[src/rtl/mem_a_skew_db.sv]
// Double-buffered operand-A buffer for the systolic array: one bank loads row by row
// while the other streams out, with lane r delayed r cycles onto the array diagonal.
module mem_a_skew_db #(
    parameter int BITS_AB = 8,
    parameter int ROWS    = 8,
    parameter int COLS    = 8
) (
    input  logic                                clk,
    input  logic                                rst_n,
    input  logic                                wr_en,
    input  logic [$clog2(ROWS)-1:0]             wr_row,
    input  logic signed [COLS-1:0][BITS_AB-1:0] Ain,
    input  logic                                load_done,
    input  logic                                start,
    input  logic                                en,
    output logic signed [ROWS-1:0][BITS_AB-1:0] Aout,
    output logic [ROWS-1:0]                     Aout_vld,
    output logic                                load_rdy,
    output logic                                stream_rdy,
    output logic                                busy,
    output logic                                done
);
    localparam int RW = $clog2(ROWS);
    localparam int CW = $clog2(ROWS + COLS);
    localparam logic [CW-1:0] LAST = CW'(ROWS + COLS - 2);

    typedef enum logic {IDLE, STREAM} state_t;

    state_t        state, state_nxt;
    logic [CW-1:0] cnt, cnt_nxt;
    logic [1:0]    full;
    logic          wb, rb;
    logic          row_ok, last_step;

    logic [COLS-1:0][BITS_AB-1:0]        mem [2][ROWS];
    logic signed [ROWS-1:0][BITS_AB-1:0] skew_data;
    logic [ROWS-1:0]                     skew_vld;

    // Widened compare so non-power-of-two ROWS can reject out-of-range rows.
    assign row_ok     = {1'b0, wr_row} < (RW + 1)'(ROWS);
    assign last_step  = (state == STREAM) && en && (cnt == LAST);
    assign load_rdy   = !full[wb];
    assign stream_rdy = full[rb];
    assign busy       = (state == STREAM);

    always_ff @(posedge clk) begin
        if (wr_en && !full[wb] && row_ok)
            mem[wb][wr_row] <= Ain;
    end

    always_comb begin
        state_nxt = state;
        cnt_nxt   = cnt;
        case (state)
            IDLE: begin
                if (start && full[rb]) begin
                    state_nxt = STREAM;
                    cnt_nxt   = '0;
                end
            end
            STREAM: begin
                if (en) begin
                    if (cnt == LAST)
                        state_nxt = IDLE;
                    else
                        cnt_nxt = cnt + 1'b1;
                end
            end
            default: state_nxt = IDLE;
        endcase
    end

    always_ff @(posedge clk or negedge rst_n) begin
        if (!rst_n) begin
            state <= IDLE;
            cnt   <= '0;
        end else begin
            state <= state_nxt;
            cnt   <= cnt_nxt;
        end
    end

    // Load and stream pointers always refer to different banks while both are active.
    always_ff @(posedge clk or negedge rst_n) begin
        if (!rst_n) begin
            full <= 2'b00;
            wb   <= 1'b0;
            rb   <= 1'b0;
        end else begin
            if (load_done && !full[wb]) begin
                full[wb] <= 1'b1;
                wb       <= ~wb;
            end
            if (last_step) begin
                full[rb] <= 1'b0;
                rb       <= ~rb;
            end
        end
    end

    // Lane r shows column t-r when it lies inside the row, found by matching t == r+c.
    always_comb begin
        skew_data = '0;
        skew_vld  = '0;
        for (int r = 0; r < ROWS; r++) begin
            for (int c = 0; c < COLS; c++) begin
                if (cnt == CW'(r + c)) begin
                    skew_data[r] = mem[rb][r][c];
                    skew_vld[r]  = 1'b1;
                end
            end
        end
    end

    always_ff @(posedge clk or negedge rst_n) begin
        if (!rst_n) begin
            Aout     <= '0;
            Aout_vld <= '0;
            done     <= 1'b0;
        end else if (en) begin
            if (state == STREAM) begin
                Aout     <= skew_data;
                Aout_vld <= skew_vld;
                done     <= (cnt == LAST);
            end else begin
                Aout     <= '0;
                Aout_vld <= '0;
                done     <= 1'b0;
            end
        end
    end
endmodule

[config.mk]
export PLATFORM = sky130hd
export DESIGN_NAME = mem_a_skew_db
export DESIGN_NICKNAME = d
export VERILOG_FILES = /design/src/rtl/mem_a_skew_db.sv
export SDC_FILE = /design/constraint.sdc
export NUM_CORES = 1
export LEC_CHECK = 0
export CELL_PAD_IN_SITES_DETAIL_PLACEMENT = 1
export CELL_PAD_IN_SITES_GLOBAL_PLACEMENT = 1
export CORE_MARGIN = 2
export CORE_UTILIZATION = 48
export DETAILED_ROUTE_END_ITERATION = 16
export PLACE_DENSITY_LB_ADDON = 0.12
export SLEW_MARGIN = 40
export SYNTH_ARGS = -nofsm -noshare
export SYNTH_HDL_FRONTEND = slang
export SYNTH_SLANG_ARGS = --single-unit
[constraint.sdc]
create_clock -name clk -period 5.55 [get_ports clk]
set_input_delay 1.665 -clock clk [delete_from_list [all_inputs] [get_ports clk]]
set_output_delay 1.665 -clock clk [all_outputs]
set_load 0.01 [all_outputs]
flops_by_reg.png
Other sequential cells in the stronger gray, the rest of the logic in the fainter gray.
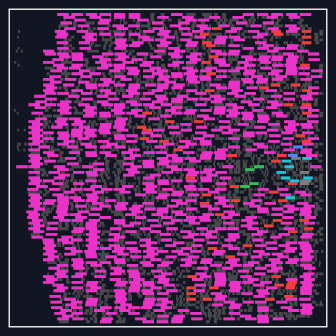
`Aout_vld` -> cyan  # placed flops 8, where middle right
`Aout` -> red  # placed flops 64
`full` -> blue  # placed flops 2
`cnt` -> green  # placed flops 4, where middle right
`mem` -> magenta  # placed flops 1,024, where widely spread
not colored = 4
fraction of area in registers: 65.6%
power drawn by the sequential cells: 0.00978 W
post-layout utilization of the core: 55.7%
sequential cell area: 32,800 sq um

detail.png
Window x 51 to 101, y 204 to 254 um. Cells in gray, sequential cells in the stronger gray; small squares are vias.
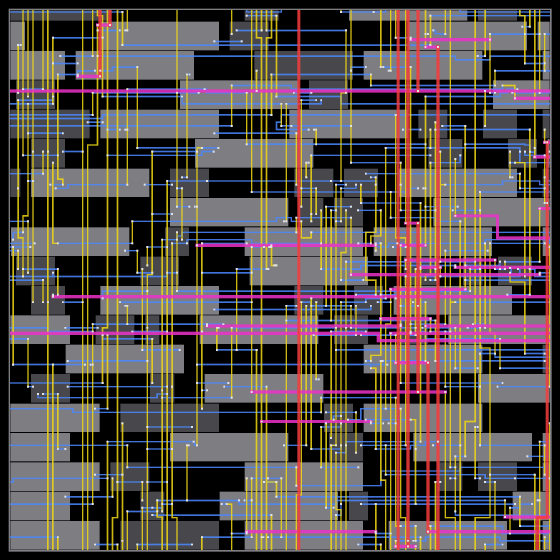
metal 4 -> red
metal 2 -> yellow
metal 1 -> blue
metal 3 -> magenta
netlist names of flops here include = `mem` (37)
most frequent = edfxtp_1 (37), mux2i_1 (11), a22oi_1 (7)
cells with their middle in the window = 76
sequential cells in the window = 37

==> reports/results.tsv <==
stage	metric	value	unit
outcome	outcome	complete, no violations	
routing	met3 WL	13200	um
sta	Final period util	78.0	%
flow_run	tally of max-capacitance violations	0	
global_route	met1 Resource Use GR	41.7	%
floorplanning	floorplan die width	305	um
routing	Vias/cell	6.36	
logic_synthesis	unique cell type count in the Yosys netlist	75	
setup_path	data required time at the worst endpoint	3.88	ns
sta	Tightest Pin Transition	0.983	ns
power	power in combinational cells	0.00655	W
place	number of buffer cells added on primary ports	148	
setup_path	Critical Path Sink	load_rdy	
setup_path	Crit Reg-Reg Startpoint	cnt[0]	
worst_hold_path	Hold Crit Class	flop to flop	
clocking	clock root buffer	sky130_fd_sc_hd__clkbuf_16	
logic_synthesis	post-synth top area cell	sky130_fd_sc_hd__edfxtp_1	
routing	M1 wire length	57500	um
floorplanning	core area	89900	sq um
final_layout	n_diodes	4	
floorplanning	effective utilization at floorplan	48.4	%
logic_synthesis	post-synthesis instance area	43500	sq um
final_layout	NonClk Buf Share	4.53	%
final_layout	portion of the layout cell area used by clock cells	7.13	%
final_layout	layout cell share with drive strength beyond 1	14.3	%
sta	worst hold margin	0.498	ns
clocks.png
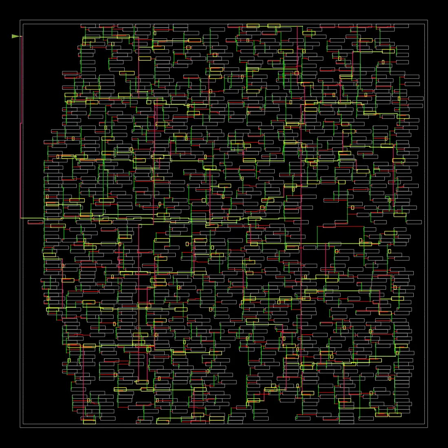
clock latency reported for the late side of the worst-skew pair: 0.69 ns
Layout Skew: 0.0204 ns
clock net sink count: 1,106
reported clock group power: 0.00741 W
seq_cells: 1,106

logic_types.png
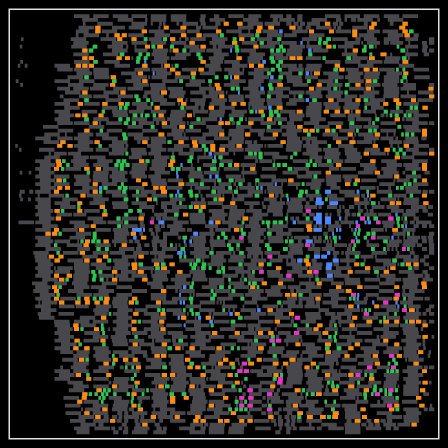
aoi and oai cells -> green  # cells 490, most used a22oi_1, where widely spread
mux cells -> orange  # cells 440, most used mux2i_1, where widely spread
non-inverting ao/oa cells -> magenta  # cells 43, most used a221o_1
nor cells -> blue  # cells 90, most used nor2_1
final instance count without filler cells: 3,989
fraction of area in multi-input gates: 19.7%
dominant logic cell type in the layout: sky130_fd_sc_hd__edfxtp_1

[worst min-delay path by stage]
stage | start | to | cells past startpoint
CTS | done | done | 1
floorplan | full[0] | wb | 1
detailed placement | done | done | 1
global route | done | done | 1
finish | done | done | 1
global placement | done | done | 1
[flip-flops by register name (all words and copies together) (netlist names)]
register,count
Aout,64
rb,1
mem,1024
cnt,4
busy,1
done,1
Aout_vld,8
wb,1
full,2
[cells by family (layout without fill, tap and decap cells)]
| family | after synthesis | after routing | synth area share (%) |
|---|---|---|---|
| xor+xnor | 3 | 3 | 0.0605 |
| other cells | 0 | 4 | 0 |
| buf+inv | 172 | 457 | 2.25 |
| fa+ha+maj | 4 | 4 | 0.115 |
| compound gates | 533 | 533 | 8.78 |
| mux | 440 | 440 | 10.3 |
| simple gates | 266 | 266 | 3.05 |
| flops | 1106 | 1106 | 75.5 |
[cells in the final DEF (no fill, tap or decap), types with 6 or more instances in the layout]
master / synthesis / final
sky130_fd_sc_hd__a211oi_1: 26 / 26
sky130_fd_sc_hd__a21oi_1: 60 / 57
sky130_fd_sc_hd__a221o_1: 20 / 20
sky130_fd_sc_hd__a221oi_1: 23 / 23
sky130_fd_sc_hd__a22oi_1: 115 / 115
sky130_fd_sc_hd__a31oi_1: 18 / 18
sky130_fd_sc_hd__and3_1: 11 / 11
sky130_fd_sc_hd__buf_12: 0 / 19
sky130_fd_sc_hd__buf_2: 67 / 38
sky130_fd_sc_hd__buf_4: 45 / 66
sky130_fd_sc_hd__buf_6: 9 / 7
sky130_fd_sc_hd__bufinv_16: 0 / 10
sky130_fd_sc_hd__clkbuf_1: 38 / 20
sky130_fd_sc_hd__clkbuf_16: 0 / 112
sky130_fd_sc_hd__clkbuf_8: 0 / 7
sky130_fd_sc_hd__clkdlybuf4s50_1: 0 / 112
sky130_fd_sc_hd__clkinv_1: 0 / 23
sky130_fd_sc_hd__clkinv_2: 0 / 22
sky130_fd_sc_hd__clkinvlp_4: 0 / 6
sky130_fd_sc_hd__dfrtp_1: 82 / 80
sky130_fd_sc_hd__edfxtp_1: 1024 / 1024
sky130_fd_sc_hd__inv_1: 8 / 8
sky130_fd_sc_hd__mux2_2: 56 / 56
sky130_fd_sc_hd__mux2i_1: 384 / 384
sky130_fd_sc_hd__nand2_1: 110 / 110
sky130_fd_sc_hd__nand3_1: 15 / 15
sky130_fd_sc_hd__nor2_1: 58 / 44
sky130_fd_sc_hd__nor2_4: 0 / 13
sky130_fd_sc_hd__nor2b_1: 18 / 17
sky130_fd_sc_hd__o211a_1: 8 / 8
sky130_fd_sc_hd__o211ai_1: 35 / 35
sky130_fd_sc_hd__o21ai_0: 46 / 46
sky130_fd_sc_hd__o21ai_1: 13 / 12
sky130_fd_sc_hd__o221ai_1: 52 / 52
sky130_fd_sc_hd__o22ai_1: 69 / 69
sky130_fd_sc_hd__o311ai_1: 10 / 10
sky130_fd_sc_hd__o41ai_1: 8 / 8
[worst register-to-register path: cells and delay by family, from the launching register on]
family          cells  cell delay (ns)
compound gates      3             1.23
simple gates        2             0.99
fa+ha+maj           1             0.23
flops               1             0.43
buf+inv             2             0.55
Power figures rest on the tool's default switching activity, not on a simulated workload.
